**src/rtl/conv_pkg.sv**
```systemverilog
// Shared definitions for the convolution tap-stream interface (transmit and receive ends).
package conv_pkg;

    localparam int unsigned CONV_DATA_W = 8;
    localparam int unsigned CONV_TAPS   = 9;

    typedef enum logic [0:0] {
        IDLE,
        SEND
    } state_e;

endpackage

```
**src/rtl/tap_cnt.sv**
```systemverilog
// Modulo-TAPS tap counter; clr has priority over inc and returns the count to 0.
module tap_cnt
    import conv_pkg::*;
#(
    parameter int unsigned TAPS = CONV_TAPS
) (
    input  logic                     clk,
    input  logic                     rst_n,
    input  logic                     inc,
    input  logic                     clr,
    output logic [$clog2(TAPS)-1:0]  cnt,
    output logic                     at_last
);

    localparam int unsigned CNT_W = $clog2(TAPS);
    localparam logic [CNT_W-1:0] LAST = CNT_W'(TAPS - 1);

    logic [CNT_W-1:0] cnt_q, cnt_d;

    always_comb begin
        cnt_d = cnt_q;
        if (clr) begin
            cnt_d = '0;
        end else if (inc) begin
            cnt_d = (cnt_q == LAST) ? '0 : cnt_q + 1'b1;
        end
    end

    always_ff @(posedge clk) begin
        if (!rst_n) begin
            cnt_q <= '0;
        end else begin
            cnt_q <= cnt_d;
        end
    end

    assign cnt     = cnt_q;
    assign at_last = (cnt_q == LAST);

endmodule

```
**src/rtl/conv_win_tx.sv**
```systemverilog
// Window serializer: captures a flat TAPS-tap window and streams it one tap per accepted beat.
module conv_win_tx
    import conv_pkg::*;
#(
    parameter int unsigned DATA_W = CONV_DATA_W,
    parameter int unsigned TAPS   = CONV_TAPS
) (
    input  logic                     clk,
    input  logic                     rst_n,
    input  logic                     win_valid,
    output logic                     win_ready,
    input  logic [TAPS*DATA_W-1:0]   win_data,
    output logic                     out_valid,
    input  logic                     out_ready,
    output logic [DATA_W-1:0]        out_data,
    output logic [$clog2(TAPS)-1:0]  out_idx,
    output logic                     out_last,
    output logic                     busy
);

    localparam int unsigned CNT_W = $clog2(TAPS);

    state_e                  state_q, state_d;
    logic [TAPS*DATA_W-1:0]  win_q;
    logic [CNT_W-1:0]        cnt;
    logic                    at_last;
    logic                    accept;
    logic                    load;

    assign busy      = (state_q == SEND);
    assign out_valid = busy;
    assign out_idx   = cnt;
    assign out_last  = busy && at_last;
    assign accept    = out_valid && out_ready;
    // The last accepted beat frees the window register in the same cycle, so a
    // waiting window can be loaded without a bubble.
    assign win_ready = rst_n && ((state_q == IDLE) || (accept && out_last));
    assign load      = win_valid && win_ready;

    tap_cnt #(
        .TAPS (TAPS)
    ) u_tap_cnt (
        .clk     (clk),
        .rst_n   (rst_n),
        .inc     (accept),
        .clr     (load),
        .cnt     (cnt),
        .at_last (at_last)
    );

    always_comb begin
        state_d = state_q;
        unique case (state_q)
            IDLE: if (load) state_d = SEND;
            SEND: if (accept && at_last) state_d = load ? SEND : IDLE;
            default: state_d = IDLE;
        endcase
    end

    always_ff @(posedge clk) begin
        if (!rst_n) begin
            state_q <= IDLE;
            win_q   <= '0;
        end else begin
            state_q <= state_d;
            if (load) begin
                win_q <= win_data;
            end
        end
    end

    always_comb begin
        out_data = '0;
        if (busy) begin
            for (int k = 0; k < int'(TAPS); k++) begin
                if (cnt == CNT_W'(k)) begin
                    out_data = win_q[k*DATA_W +: DATA_W];
                end
            end
        end
    end

endmodule

```
**config.mk**
```make
export PLATFORM = sky130hd
export DESIGN_NAME = conv_win_tx
export DESIGN_NICKNAME = d
export VERILOG_FILES = /design/src/rtl/conv_pkg.sv /design/src/rtl/tap_cnt.sv /design/src/rtl/conv_win_tx.sv
export SDC_FILE = /design/constraint.sdc
export NUM_CORES = 1
export LEC_CHECK = 0
export CAP_MARGIN = 20
export CORE_UTILIZATION = 33
export CTS_BUF_LIST = sky130_fd_sc_hd__clkbuf_16
export DETAILED_ROUTE_END_ITERATION = 10
export PLACE_DENSITY_LB_ADDON = 0.2
export SLEW_MARGIN = 30
export SYNTH_ARGS = -nofsm -noshare
export SYNTH_HDL_FRONTEND = slang
export SYNTH_SLANG_ARGS = --single-unit
```
**constraint.sdc**
```tcl
create_clock -name clk -period 2.15 [get_ports clk]
set_input_delay 0.43 -clock clk [delete_from_list [all_inputs] [get_ports clk]]
set_output_delay 0.43 -clock clk [all_outputs]
set_load 0.05 [all_outputs]
```
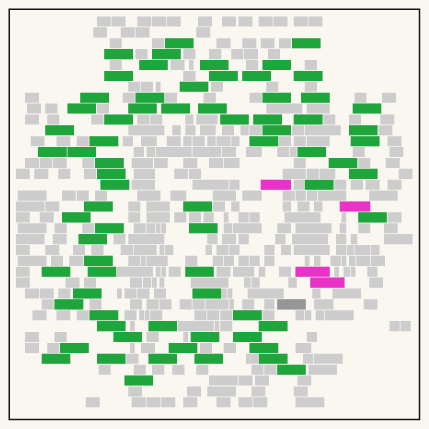
*Sequential cells colored by netlist name*
Scale: 4 px per um. Other sequential cells in the stronger gray, the rest of the logic in the fainter gray.
legend:
  win_q:
    color: green
    flops: 72
  u_tap_cnt.cnt:
    color: magenta
    flops: 4
    where: middle right
not colored: 1
Storage cell area: 1550 um^2
final core occ: 52.4%

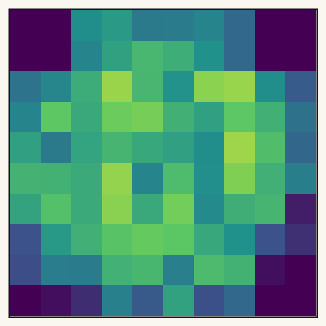
*Cell density map*
Scale: 3 px per um. 10 x 10 tiles, from dark purple (low) to yellow (high), 0 to 100% covered.
nearly empty tiles: 12%
emptiest ninth of the die: lower right
tiles over 75% full: 11%
mean over tiles: 47%
Pre-Place Util: 34.0%
CORE AREA: 9730 um^2

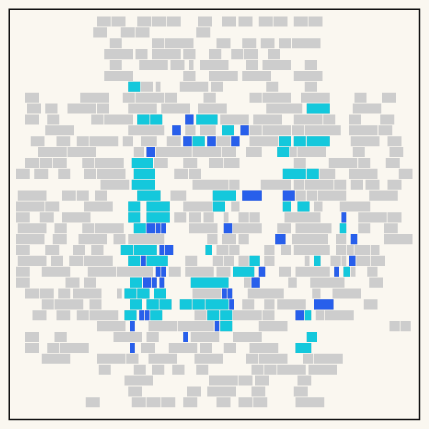
*Logic cells by family*
Scale: 4 px per um.
legend:
  NOR gates:
    color: blue
    cells: 39
  inverting AOI/OAI gates:
    color: cyan
    cells: 55
logic share of the area: 33.9%
Non-Filler Instances: 549
most common logic cell in the routed design: clkdlybuf4s50_1

==> GITHUB_STEP_SUMMARY <==
## PnR job results

| Metric | Value |
|---|---|
| Status | `finished, violations left` |
| Failing checks | `negative setup slack` |
| Combinational fraction of design power | `between 10% and 20%` |
| Final worst slack | `-0.383 ns` |
| Fin Clk Skew | `approximately 0.007 ns` |
| Xor+xnor area frac | `0%` |
| Met2 usage | `between 20% and 30%` |
| EDFF count, synth | `0` |
| Switching part of the total | `25.0%` |
| Crit start category | `flop` |
| Met1 GRT Util | `a little over a quarter` |
| Hold path start | `win_q[48]` |
| YS warnings | `0` |
| Post-synthesis sequential area ratio | `between 40 and 50%` |
| Synth Net Count | `roughly 390` |
| Setup CP Type | `flop to primary output` |
| Largest delay contributor family on the critical path | `AND-OR/OR-AND gates` |
| Pre-CTS setup slack | `-0.190 ns` |
| Number of setup violations in the final report | `9` |
| Met3 Use GR | `4.04%` |
| Max FFs per register | `roughly 72` |
| Synth area leaders | `dfxtp_1 (47%), a22o_1 (19%), buf_6 (5.1%), a221oi_1 (4.0%), nor2_1 (2.6%)` |
| Worst-path cell chain | `inv_4 -> ha_4 -> nor2b_4 -> buf_12 -> a221oi_1 -> o32a_1 -> a21oi_4 -> buf_12` |
| Max-slew violations | `0` |
| CP arrival | `between 2 and 2.5 ns` |
| Fraction of registers with async set or reset after synthesis | `0%` |
| Hold Crit Depth | `1` |
| Internal power | `0.00258 W` |
| Vias in the first global route | `2875` |
| Worst slew margin | `66.1%` |
| Slowest CP cell | `dfxtp_4` |
| Post-route DRC | `0` |
| Worst flop-to-flop path startpoint | `u_tap_cnt.cnt[1]` |
| Wire length on met2 | `roughly 4200 um` |
| Post-Route WL | `roughly 9500 um` |
| HPWL Detailed | `slightly below 7000 um` |
| Non-clock buffering overhead | `a little over a quarter` |
| Final ANT Viol Nets | `0` |
| Largest Register | `win_q` |
| Cell repeated most along the worst path | `buf_12` |
| N_diodes | `0` |
| Root buffer cell | `clkbuf_16` |
| Synthesis area per yosys | `between 3000 and 4000 um^2` |
| Max_cap viols | `0` |
| RSZ-0062 raised after global routing | `true` |
Power is estimated from default activity; no workload was simulated.
